### config.mk
export PLATFORM = sky130hd
export DESIGN_NAME = multicycle_control
export DESIGN_NICKNAME = d
export VERILOG_FILES = /design/src/rtl/multicycle_ctrl_pkg.sv /design/src/rtl/mc_output_decode.sv /design/src/rtl/multicycle_control.sv
export SDC_FILE = /design/constraint.sdc
export NUM_CORES = 1
export LEC_CHECK = 0
export ABC_AREA = 0
export CAP_MARGIN = 30
export CORE_ASPECT_RATIO = 1.4
export CORE_MARGIN = 4
export CORE_UTILIZATION = 47
export CTS_CLUSTER_SIZE = 20
export DETAILED_ROUTE_END_ITERATION = 10
export GPL_TIMING_DRIVEN = 1
export HOLD_SLACK_MARGIN = 0.12
export PLACE_DENSITY = 0.78
export SETUP_SLACK_MARGIN = 0.1
export SLEW_MARGIN = 20
export SYNTH_ARGS = -nofsm -noshare
export SYNTH_HDL_FRONTEND = slang
export SYNTH_SLANG_ARGS = --single-unit
### constraint.sdc
create_clock -name CLK -period 2.8 [get_ports CLK]
set_input_delay 0.7 -clock CLK [delete_from_list [all_inputs] [get_ports CLK]]
set_output_delay 0.7 -clock CLK [all_outputs]
set_load 0.03 [all_outputs]
### src/rtl/multicycle_ctrl_pkg.sv
// Shared encodings for the multi-cycle MIPS main control: FSM states,
// opcodes and the datapath mux-select codes.
package multicycle_ctrl_pkg;

   typedef enum logic [3:0] {
      ST_FETCH      = 4'd0,
      ST_DECODE     = 4'd1,
      ST_MEM_ADDR   = 4'd2,
      ST_MEM_READ   = 4'd3,
      ST_MEM_WB     = 4'd4,
      ST_MEM_WRITE  = 4'd5,
      ST_EXECUTE    = 4'd6,
      ST_R_COMPLETE = 4'd7,
      ST_BRANCH     = 4'd8,
      ST_JUMP       = 4'd9,
      ST_ADDI_EXEC  = 4'd10,
      ST_ADDI_WB    = 4'd11
   } state_e;

   localparam logic [5:0] OP_R    = 6'b000000;
   localparam logic [5:0] OP_LW   = 6'b100011;
   localparam logic [5:0] OP_SW   = 6'b101011;
   localparam logic [5:0] OP_BEQ  = 6'b000100;
   localparam logic [5:0] OP_J    = 6'b000010;
   localparam logic [5:0] OP_ADDI = 6'b001000;

   localparam logic [1:0] ALUOP_ADD   = 2'b00;
   localparam logic [1:0] ALUOP_SUB   = 2'b01;
   localparam logic [1:0] ALUOP_FUNCT = 2'b10;

   localparam logic [1:0] SRCB_REG     = 2'b00;
   localparam logic [1:0] SRCB_FOUR    = 2'b01;
   localparam logic [1:0] SRCB_IMM     = 2'b10;
   localparam logic [1:0] SRCB_IMM_SH2 = 2'b11;

   localparam logic [1:0] PCSRC_ALU    = 2'b00;
   localparam logic [1:0] PCSRC_ALUOUT = 2'b01;
   localparam logic [1:0] PCSRC_JUMP   = 2'b10;

   function automatic logic is_legal_op(input logic [5:0] op);
      return (op == OP_R)  || (op == OP_LW) || (op == OP_SW) ||
             (op == OP_BEQ) || (op == OP_J) || (op == OP_ADDI);
   endfunction

endpackage

### src/rtl/mc_output_decode.sv
// Moore output decode for the multi-cycle control FSM: state (plus the
// FETCH/MEM_WRITE memory handshake) to datapath strobes and selects.
module mc_output_decode
   import multicycle_ctrl_pkg::*;
(
   input  logic [3:0] State,
   input  logic       Mem_Ready,
   input  logic       RST,
   output logic       PCWrite,
   output logic       PCWriteCond,
   output logic [1:0] PCSource,
   output logic       IorD,
   output logic       MemRead,
   output logic       MemWrite,
   output logic       IRWrite,
   output logic       MemtoReg,
   output logic       RegDst,
   output logic       RegWrite,
   output logic       ALUSrcA,
   output logic [1:0] ALUSrcB,
   output logic [1:0] ALUOp,
   output logic       Instr_Done
);

   always_comb begin
      // NOTE: every output gets a default before the case so no latch is inferred.
      PCWrite     = 1'b0;
      PCWriteCond = 1'b0;
      PCSource    = PCSRC_ALU;
      IorD        = 1'b0;
      MemRead     = 1'b0;
      MemWrite    = 1'b0;
      IRWrite     = 1'b0;
      MemtoReg    = 1'b0;
      RegDst      = 1'b0;
      RegWrite    = 1'b0;
      ALUSrcA     = 1'b0;
      ALUSrcB     = SRCB_REG;
      ALUOp       = ALUOP_ADD;
      Instr_Done  = 1'b0;

      // Holding reset silences every strobe so an aborted instruction writes nothing.
      if (RST) begin
         case (state_e'(State))
            ST_FETCH: begin
               MemRead = 1'b1;
               ALUSrcB = SRCB_FOUR;
               IRWrite = Mem_Ready;
               PCWrite = Mem_Ready;
            end
            ST_DECODE: begin
               ALUSrcB = SRCB_IMM_SH2;
            end
            ST_MEM_ADDR: begin
               ALUSrcA = 1'b1;
               ALUSrcB = SRCB_IMM;
            end
            ST_MEM_READ: begin
               MemRead = 1'b1;
               IorD    = 1'b1;
            end
            ST_MEM_WB: begin
               RegWrite   = 1'b1;
               MemtoReg   = 1'b1;
               Instr_Done = 1'b1;
            end
            ST_MEM_WRITE: begin
               MemWrite   = 1'b1;
               IorD       = 1'b1;
               Instr_Done = Mem_Ready;
            end
            ST_EXECUTE: begin
               ALUSrcA = 1'b1;
               ALUOp   = ALUOP_FUNCT;
            end
            ST_R_COMPLETE: begin
               RegWrite   = 1'b1;
               RegDst     = 1'b1;
               Instr_Done = 1'b1;
            end
            ST_BRANCH: begin
               ALUSrcA     = 1'b1;
               ALUOp       = ALUOP_SUB;
               PCWriteCond = 1'b1;
               PCSource    = PCSRC_ALUOUT;
               Instr_Done  = 1'b1;
            end
            ST_JUMP: begin
               PCWrite    = 1'b1;
               PCSource   = PCSRC_JUMP;
               Instr_Done = 1'b1;
            end
            ST_ADDI_EXEC: begin
               ALUSrcA = 1'b1;
               ALUSrcB = SRCB_IMM;
            end
            ST_ADDI_WB: begin
               // Last cycle of ADDI, so it retires like the other write-back states.
               RegWrite   = 1'b1;
               Instr_Done = 1'b1;
            end
            default: ;
         endcase
      end
   end

endmodule

### src/rtl/multicycle_control.sv
// Main control FSM for a multi-cycle MIPS datapath: state register,
// opcode-driven sequencing, retired-instruction counter and illegal-op flag.
module multicycle_control
   import multicycle_ctrl_pkg::*;
#(
   parameter int COUNT_W = 32
) (
   input  logic               CLK,
   input  logic               RST,
   input  logic [5:0]         OP_Code,
   input  logic               Mem_Ready,
   output logic               PCWrite,
   output logic               PCWriteCond,
   output logic [1:0]         PCSource,
   output logic               IorD,
   output logic               MemRead,
   output logic               MemWrite,
   output logic               IRWrite,
   output logic               MemtoReg,
   output logic               RegDst,
   output logic               RegWrite,
   output logic               ALUSrcA,
   output logic [1:0]         ALUSrcB,
   output logic [1:0]         ALUOp,
   output logic [3:0]         State,
   output logic               Instr_Done,
   output logic               Illegal_Op,
   output logic [COUNT_W-1:0] Instr_Count
);

   state_e state;
   state_e next_state;
   logic   decode_illegal;

   assign State          = state;
   assign decode_illegal = (state == ST_DECODE) && !is_legal_op(OP_Code);

   always_ff @(posedge CLK) begin
      // NOTE: sequential state uses non-blocking assignments so every register samples pre-edge values.
      if (!RST) begin
         state <= ST_FETCH;
      end else begin
         state <= next_state;
      end
   end

   always_comb begin
      next_state = ST_FETCH;
      case (state)
         ST_FETCH:     next_state = Mem_Ready ? ST_DECODE : ST_FETCH;
         ST_DECODE: begin
            case (OP_Code)
               OP_LW, OP_SW: next_state = ST_MEM_ADDR;
               OP_R:         next_state = ST_EXECUTE;
               OP_BEQ:       next_state = ST_BRANCH;
               OP_J:         next_state = ST_JUMP;
               OP_ADDI:      next_state = ST_ADDI_EXEC;
               default:      next_state = ST_FETCH;
            endcase
         end
         // IR is not reloaded after FETCH, so OP_Code still names this instruction.
         ST_MEM_ADDR:  next_state = (OP_Code == OP_LW) ? ST_MEM_READ : ST_MEM_WRITE;
         ST_MEM_READ:  next_state = Mem_Ready ? ST_MEM_WB : ST_MEM_READ;
         ST_MEM_WRITE: next_state = Mem_Ready ? ST_FETCH : ST_MEM_WRITE;
         ST_EXECUTE:   next_state = ST_R_COMPLETE;
         ST_ADDI_EXEC: next_state = ST_ADDI_WB;
         default:      next_state = ST_FETCH;
      endcase
   end

   always_ff @(posedge CLK) begin
      if (!RST) begin
         Instr_Count <= '0;
         Illegal_Op  <= 1'b0;
      end else begin
         if (Instr_Done) begin
            Instr_Count <= Instr_Count + COUNT_W'(1);
         end
         if (decode_illegal) begin
            Illegal_Op <= 1'b1;
         end
      end
   end

   mc_output_decode u_output_decode (
      .State       (state),
      .Mem_Ready   (Mem_Ready),
      .RST         (RST),
      .PCWrite     (PCWrite),
      .PCWriteCond (PCWriteCond),
      .PCSource    (PCSource),
      .IorD        (IorD),
      .MemRead     (MemRead),
      .MemWrite    (MemWrite),
      .IRWrite     (IRWrite),
      .MemtoReg    (MemtoReg),
      .RegDst      (RegDst),
      .RegWrite    (RegWrite),
      .ALUSrcA     (ALUSrcA),
      .ALUSrcB     (ALUSrcB),
      .ALUOp       (ALUOp),
      .Instr_Done  (Instr_Done)
   );

endmodule

**Run 1: cells colored by class**

The bar under the picture is 20 um long.
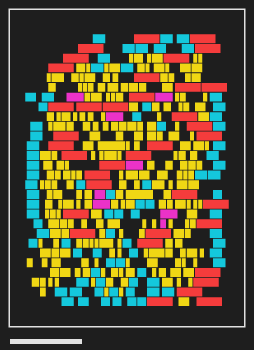
yellow -> all other logic  # cells 226, share of their area 47%
cyan -> other buffers and delay cells  # cells 79, share of their area 24%
red -> flip-flops  # cells 37, share of their area 26%
magenta -> clock drivers and dummy loads  # cells 8, share of their area 3.3%
Design Area, Final: 2980 um^2
row cnt: 28
fraction of area in registers: 24.9%
Util after Layout: 68.5%
core area: 4340 um^2

**Run 1: sizing map**

The bar under the picture is 20 um long.
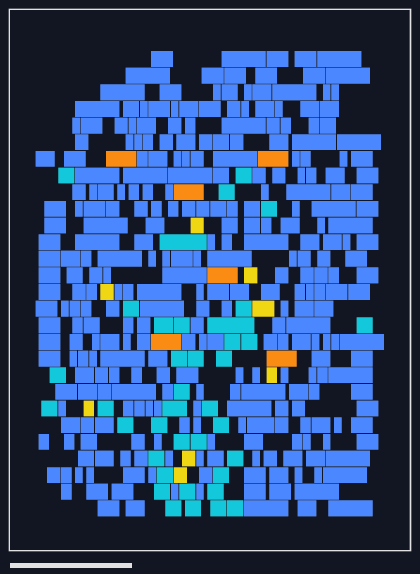
orange -> drive 6 and up  # cells 6, share 1.7%, most used clkbuf_8
cyan -> drive 3 to 4  # cells 38, share 11%, most used buf_4
yellow -> drive 2  # cells 8, share 2.3%, most used or2_2
blue -> drive 1 or less  # cells 298, share 85%
layout buffer count excluding clock buffers: 79
growth of design area from synthesis to finish: 37.6%

==> summary.json, run 1 <==
{
  "timing.critical_path.arrival": {"value": 1.84, "unit": "ns"},
  "place.detailed.hpwl": {"value": 4220, "unit": "um"},
  "postCtsHoldBufs": {"value": 0},
  "grtUsageMet3": {"value": 3.30, "unit": "%"},
  "hold_ws": {"value": 0.490, "unit": "ns"},
  "avgSynthCellArea": {"value": 7.81, "unit": "um^2"},
  "synth_stat.cells": {"value": 277},
  "grt-ovfl-total": {"value": 0},
  "combinational_share_of_power": {"value": 13.5, "unit": "%"},
  "timing.max_slew.rel_slack": {"value": 55.8, "unit": "%"},
  "clock_cell_area_share": {"value": 3.24, "unit": "%"},
  "fraction_of_layout_cells_with_a_size_suffix_above_1": {"value": 14.9, "unit": "%"},
  "drt-total-wl": {"value": 5620, "unit": "um"},
  "ys_sh_xor": {"value": 9.32, "unit": "%"},
  "cpLargestDelayFamily": {"value": "simple AND/OR/NAND/NOR gates"},
  "place.detailed.instances": {"value": 402},
  "worstReg2RegStart": {"value": "Instr_Count[10]"},
  "run_status": {"value": "finished clean"},
  "critical_path.endpoint_type": {"value": "output pin"},
  "postPlaceCellArea": {"value": 2880, "unit": "um^2"},
  "clock-root-buffer": {"value": "clkbuf_8"},
  "logic_family": {"value": "simple AND/OR/NAND/NOR gates"},
  "layout_top_cells_excl_fill_tap": {"value": "nor2_1, clkdlybuf4s50_1, dfxtp_1"},
  "critPathCapture": {"value": "Instr_Done"},
  "largest_register": {"value": "Instr_Count"},
  "holdCritStartpoint": {"value": "Instr_Count[27]"},
  "drt_pass1_iterations": {"value": 4},
  "p_leak": {"value": 0.995, "unit": "nW"},
  "detail_route.drc_violations": {"value": 0},
  "max_freq": {"value": 393, "unit": "MHz"},
  "ys_seq_share": {"value": 34.3, "unit": "%"},
  "grt_util_all_layers": {"value": 20.5, "unit": "%"},
  "wl_met2": {"value": 2850, "unit": "um"},
  "grt_max_degree": {"value": 20},
  "critical_path.max_stage_delay": {"value": 0.53, "unit": "ns"},
  "cts.reportedPaths.clkPinSlew": {"value": 0.07, "unit": "ns"},
  "timing.final.crit_share": {"value": 90.8, "unit": "%"}
}
**Run 1: the clock network**

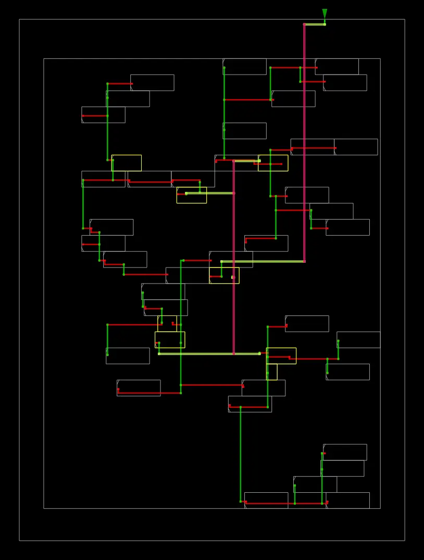
clock skew: 0.00492 ns
flip-flop and latch count: 37
number of sinks on the clock net: 37

**Run 1: pin map**

Pins as bars across the die edge, other pins in gray.
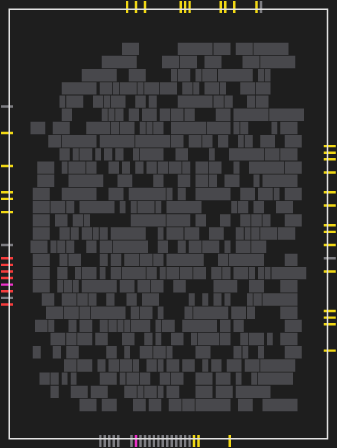
magenta -> `ALUSrcB`  # pins 2, direction output, edge 1 bottom, 1 left
yellow -> `Instr_Count`  # pins 32, direction output, edge 14 right, 10 top, 5 left, 3 bottom
red -> `OP_Code`  # pins 6, direction input, edge left
IO Port Bufs: 62
Die X-Extent: 65.3 um
floorplan die height: 88.3 um

**Run 1: clock network drawn from the DEF**

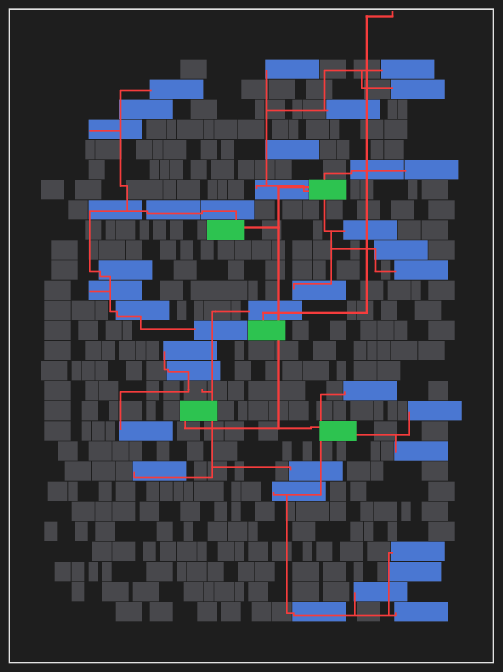

--- run 2 (diff from run 1) ---
--- a/config.mk
+++ b/config.mk
@@ -9,13 +9,13 @@
 export CAP_MARGIN = 30
 export CORE_ASPECT_RATIO = 1.4
 export CORE_MARGIN = 4
-export CORE_UTILIZATION = 47
+export CORE_UTILIZATION = 35
+export CTS_CLUSTER_DIAMETER = 80
 export CTS_CLUSTER_SIZE = 20
 export DETAILED_ROUTE_END_ITERATION = 10
 export GPL_TIMING_DRIVEN = 1
 export HOLD_SLACK_MARGIN = 0.12
-export PLACE_DENSITY = 0.78
-export SETUP_SLACK_MARGIN = 0.1
+export PLACE_DENSITY = 0.61
 export SLEW_MARGIN = 20
 export SYNTH_ARGS = -nofsm -noshare
 export SYNTH_HDL_FRONTEND = slang
**Run 2: clock network drawn from the DEF**

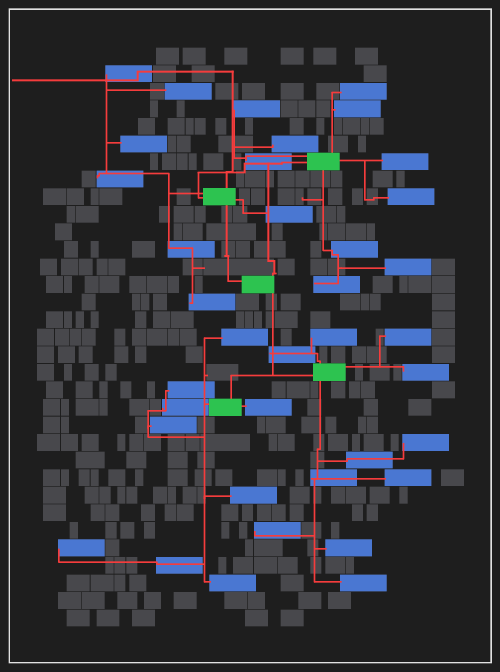
blue -> flip-flops  # count 37
red -> clock wires  # length 538 um
green -> cells driving clock nets  # count 5
routed clock nets = 6
clock-net power: 0.485 mW
clock skew: 0.00666 ns
clock latency at the later pin of the worst-skew pair: 0.29 ns
clock power share: 41.7%

**Run 2: pin map**

Pins as bars across the die edge, other pins in gray.
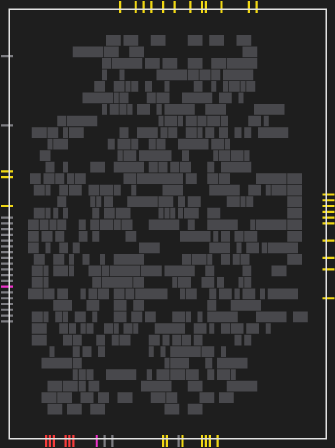
red -> `OP_Code`  # pins 6, direction input, edge bottom
yellow -> `Instr_Count`  # pins 32, direction output, edge 12 top, 10 right, 7 bottom, 3 left
magenta -> `ALUSrcB`  # pins 2, direction output, edge 1 left, 1 bottom
all pins by edge = 24 left, 17 bottom, 12 top, 10 right
Die X-Extent: 74.4 um
floorplan die height: 101 um

==> summary.json, run 2 <==
{
  "combinational_share_of_power": {"value": 12.3, "unit": "%", "change": "-1.2 points"},
  "crit_path_cell_trace": {"value": "clkdlybuf4s50_1, clkinv_1, or3_1, nor2_2, or2_2, buf_4"},
  "seqAreaFraction": {"value": 24.8, "unit": "%", "change": "-0.094 points"},
  "final.signal_buffer_count": {"value": 76, "change": "-3.8%"},
  "synth_flop_type": {"value": "dfxtp_1"},
  "r2r_setup_slack": {"value": 0.73, "unit": "ns"},
  "postLayoutCoreUtil": {"value": 50.2, "unit": "%", "change": "-18 points"},
  "timing.critical_path.arrival": {"value": 2.03, "unit": "ns", "change": "+0.19 ns"},
  "holdCritStartpoint": {"value": "Instr_Count[31]"},
  "gp_congestion": {"value": 0.853},
  "clock_cell_area_share": {"value": 3.90, "unit": "%", "change": "+0.66 points"},
  "postSynthNetCount": {"value": 287},
  "post-route-cell-area": {"value": 2990, "unit": "um^2", "change": "+0.38%"},
  "gr-usage-met2": {"value": 27.8, "unit": "%"},
  "logic_family": {"value": "simple AND/OR/NAND/NOR gates"},
  "synth_stat.cells": {"value": 277, "change": "unchanged"},
  "cts_repair_resize_count": {"value": 0},
  "max_freq": {"value": 366, "unit": "MHz", "change": "-6.9%"},
  "p_total": {"value": 1.16, "unit": "mW"},
  "grt_max_degree": {"value": 29, "change": "+45%"},
  "clock_sinks": {"value": 37, "change": "unchanged"},
  "postPlaceCellArea": {"value": 2870, "unit": "um^2", "change": "-0.35%"},
  "power_leader": {"value": "registers"},
  "power_frac_seq": {"value": 46.0, "unit": "%"},
  "layout.nets": {"value": 356},
  "flip_flop_and_latch_count": {"value": 37, "change": "unchanged"},
  "grt-ovfl-total": {"value": 0, "change": "unchanged"},
  "ys.flops": {"value": 37},
  "drt_pass1_iterations": {"value": 4, "change": "unchanged"},
  "num_rows": {"value": 33, "change": "+18%"},
  "critical_path.endpoint_type": {"value": "output pin"},
  "timing.final.crit_share": {"value": 97.5, "unit": "%", "change": "+6.7 points"},
  "worst-r2r-cell-count": {"value": 5},
  "yosysUniqueCellTypes": {"value": 45},
  "grt_util_all_layers": {"value": 16.3, "unit": "%", "change": "-4.3 points"},
  "holdPathEnd": {"value": "Instr_Count[31]"},
  "drv.max_cap_violation_count": {"value": 0},
  "place.detailed.instances": {"value": 409, "change": "+1.7%"},
  "ys_async_sr_fraction": {"value": 0, "unit": "%"},
  "clock-root-buffer": {"value": "clkbuf_8"},
  "flop_area": {"value": 741, "unit": "um^2"},
  "via_count_of_the_first_global_routing_pass": {"value": 2114},
  "cts.reportedPaths.clkPinSlew": {"value": 0.07, "unit": "ns", "change": "about the same"},
  "initial_antenna_violation_count": {"value": 0},
  "wl_met2": {"value": 2960, "unit": "um", "change": "+4.1%"},
  "layout_top_cells_excl_fill_tap": {"value": "clkdlybuf4s50_1, nor2_1, dfxtp_1"},
  "largest_register": {"value": "Instr_Count"},
  "post_cts_buffers": {"value": 0},
  "warnings": {"value": 26},
  "critPathCapture": {"value": "PCWrite"},
  "place.detailed.hpwl": {"value": 4340, "unit": "um", "change": "+2.6%"},
  "postCtsHoldBufs": {"value": 0, "change": "unchanged"},
  "ys_seq_share": {"value": 34.3, "unit": "%", "change": "unchanged"},
  "area.growth.synth_to_final": {"value": 38.1, "unit": "%"},
  "power.density_cell_area": {"value": 389, "unit": "nW/um^2"},
  "ys_sh_xor": {"value": 9.32, "unit": "%", "change": "unchanged"},
  "p_seq": {"value": 0.535, "unit": "mW"},
  "critical_path.max_stage_delay": {"value": 0.48, "unit": "ns", "change": "-0.05 ns"},
  "detail_route.drc_violations": {"value": 0, "change": "unchanged"},
  "dpl_worst_slack": {"value": -0.00177, "unit": "ns"},
  "synth_chip_area": {"value": 2160, "unit": "um^2"},
  "run_status": {"value": "finished clean"},
  "worstReg2RegStart": {"value": "Instr_Count[10]"},
  "hold_ws": {"value": 0.495, "unit": "ns", "change": "+0.00526 ns"},
  "fraction_of_layout_cells_with_a_size_suffix_above_1": {"value": 13.5, "unit": "%", "change": "-1.3 points"},
  "grtUsageMet3": {"value": 3.79, "unit": "%", "change": "+0.49 points"},
  "design.core.area": {"value": 5950, "unit": "um^2", "change": "+37%"},
  "drt-total-wl": {"value": 5890, "unit": "um", "change": "+4.8%"},
  "avgSynthCellArea": {"value": 7.81, "unit": "um^2", "change": "unchanged"},
  "placement.io_buffers": {"value": 62, "change": "unchanged"},
  "cpLargestDelayFamily": {"value": "buffers and inverters"},
  "p_leak": {"value": 0.992, "unit": "nW", "change": "-0.30%"},
  "timing.max_slew.rel_slack": {"value": 55.8, "unit": "%", "change": "about the same"},
  "setup.worst_path.start": {"value": "RST"}
}
**Run 2: the clock network**

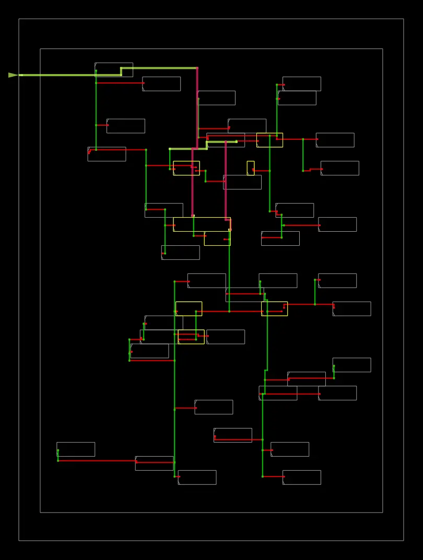

--- run 3 (diff from run 2) ---
==> constraint.sdc (replaced) <==
create_clock -name CLK -period 3 [get_ports CLK]
set_input_delay 0.75 -clock CLK [delete_from_list [all_inputs] [get_ports CLK]]
set_output_delay 0.75 -clock CLK [all_outputs]
set_load 0.03 [all_outputs]
**Run 3: the clock network**

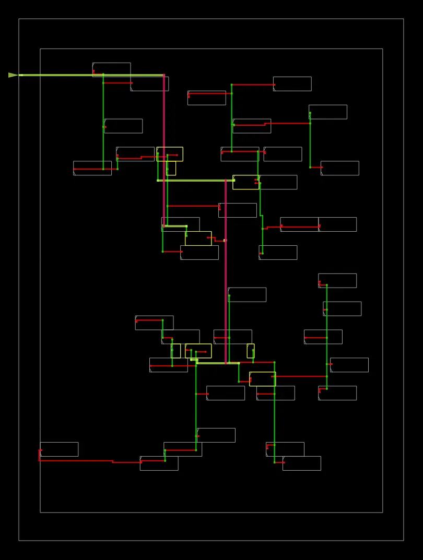
clock skew: 0.00461 ns
clock-net power: 0.335 mW

==> summary.json, run 3 <==
{
  "run_status": {"value": "finished clean"},
  "critPathCapture": {"value": "Instr_Done"},
  "drv.max_cap_violation_count": {"value": 0, "change": "unchanged"},
  "clkLatencyLatePin": {"value": 0.29, "unit": "ns", "change": "about the same"},
  "synth_stat.cells": {"value": 277, "change": "unchanged"},
  "dieWidth": {"value": 74.4, "unit": "um", "change": "unchanged"},
  "grt-ovfl-total": {"value": 0, "change": "unchanged"},
  "dpl_worst_slack": {"value": 0.0569, "unit": "ns", "change": "+0.0586 ns"},
  "flip_flop_and_latch_count": {"value": 37, "change": "unchanged"},
  "post_cts_buffers": {"value": 0, "change": "unchanged"},
  "cts_repair_resize_count": {"value": 0, "change": "unchanged"},
  "ys_async_sr_fraction": {"value": 0, "unit": "%", "change": "unchanged"},
  "detail_route.drc_violations": {"value": 0, "change": "unchanged"},
  "drt-total-wl": {"value": 5890, "unit": "um", "change": "about the same"},
  "layout_top_cells_excl_fill_tap": {"value": "clkdlybuf4s50_1, nor2_1, dfxtp_1"},
  "hold_ws": {"value": 0.491, "unit": "ns", "change": "-0.00368 ns"},
  "warnings": {"value": 26, "change": "unchanged"},
  "final.signal_buffer_count": {"value": 72, "change": "-5.3%"},
  "r2r_setup_slack": {"value": 0.67, "unit": "ns", "change": "-0.06 ns"},
  "clock_cell_area_share": {"value": 2.82, "unit": "%", "change": "-1.1 points"},
  "critical_path.max_stage_delay": {"value": 0.56, "unit": "ns", "change": "+0.08 ns"},
  "flop_area": {"value": 741, "unit": "um^2", "change": "unchanged"},
  "num_rows": {"value": 33, "change": "unchanged"},
  "timing.final.crit_share": {"value": 97.7, "unit": "%"},
  "seqAreaFraction": {"value": 25.3, "unit": "%", "change": "+0.51 points"},
  "ys.flops": {"value": 37, "change": "unchanged"},
  "p_total": {"value": 0.966, "unit": "mW", "change": "-17%"},
  "grt_max_degree": {"value": 29, "change": "unchanged"},
  "gr-usage-met2": {"value": 26.6, "unit": "%", "change": "-1.2 points"},
  "avgSynthCellArea": {"value": 7.81, "unit": "um^2", "change": "unchanged"},
  "worst-r2r-cell-count": {"value": 6, "change": "+1"},
  "crit_path_cell_trace": {"value": "clkdlybuf4s50_1, nor4b_2, or4_1, nor2_2, buf_4"},
  "timing.critical_path.arrival": {"value": 2.18, "unit": "ns", "change": "+0.15 ns"},
  "place.detailed.hpwl": {"value": 4350, "unit": "um", "change": "+0.31%"},
  "power_leader": {"value": "registers"},
  "cpLargestDelayFamily": {"value": "simple AND/OR/NAND/NOR gates"},
  "wl_met2": {"value": 2940, "unit": "um", "change": "-0.81%"},
  "clock-root-buffer": {"value": "clkbuf_8"},
  "yosysUniqueCellTypes": {"value": 45, "change": "unchanged"},
  "synth_chip_area": {"value": 2160, "unit": "um^2", "change": "unchanged"},
  "worstReg2RegStart": {"value": "State[1]"},
  "grt_util_all_layers": {"value": 16.0, "unit": "%", "change": "-0.31 points"},
  "place.detailed.instances": {"value": 405, "change": "-0.98%"},
  "initial_antenna_violation_count": {"value": 0, "change": "unchanged"},
  "die_h": {"value": 101, "unit": "um", "change": "unchanged"},
  "synth_flop_type": {"value": "dfxtp_1"},
  "gp_congestion": {"value": 0.834, "change": "-2.3%"},
  "combinational_share_of_power": {"value": 13.2, "unit": "%", "change": "+0.9 points"},
  "fraction_of_layout_cells_with_a_size_suffix_above_1": {"value": 12.8, "unit": "%", "change": "-0.72 points"},
  "postSynthNetCount": {"value": 287, "change": "unchanged"},
  "max_freq": {"value": 341, "unit": "MHz"},
  "critical_path.endpoint_type": {"value": "output pin"}
}
**Run 3: clock network drawn from the DEF**

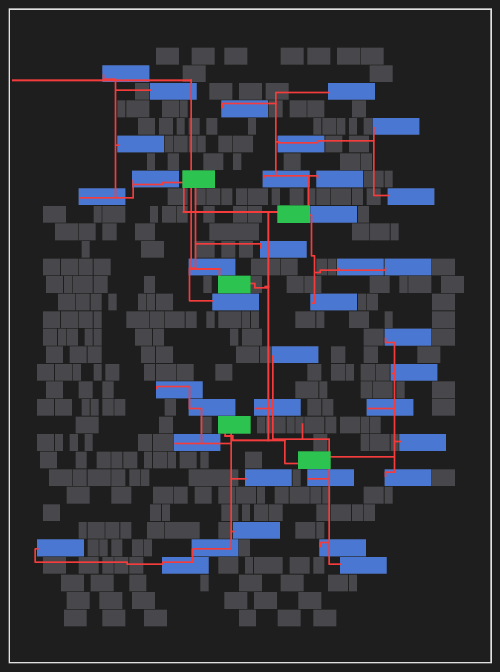
green -> cells driving clock nets  # count 5
blue -> flip-flops  # count 37
red -> clock wires  # length 505 um
routed clock nets = 6
clock power share: 34.7%

No activity file was given, so power comes from the tool's default toggle rates.
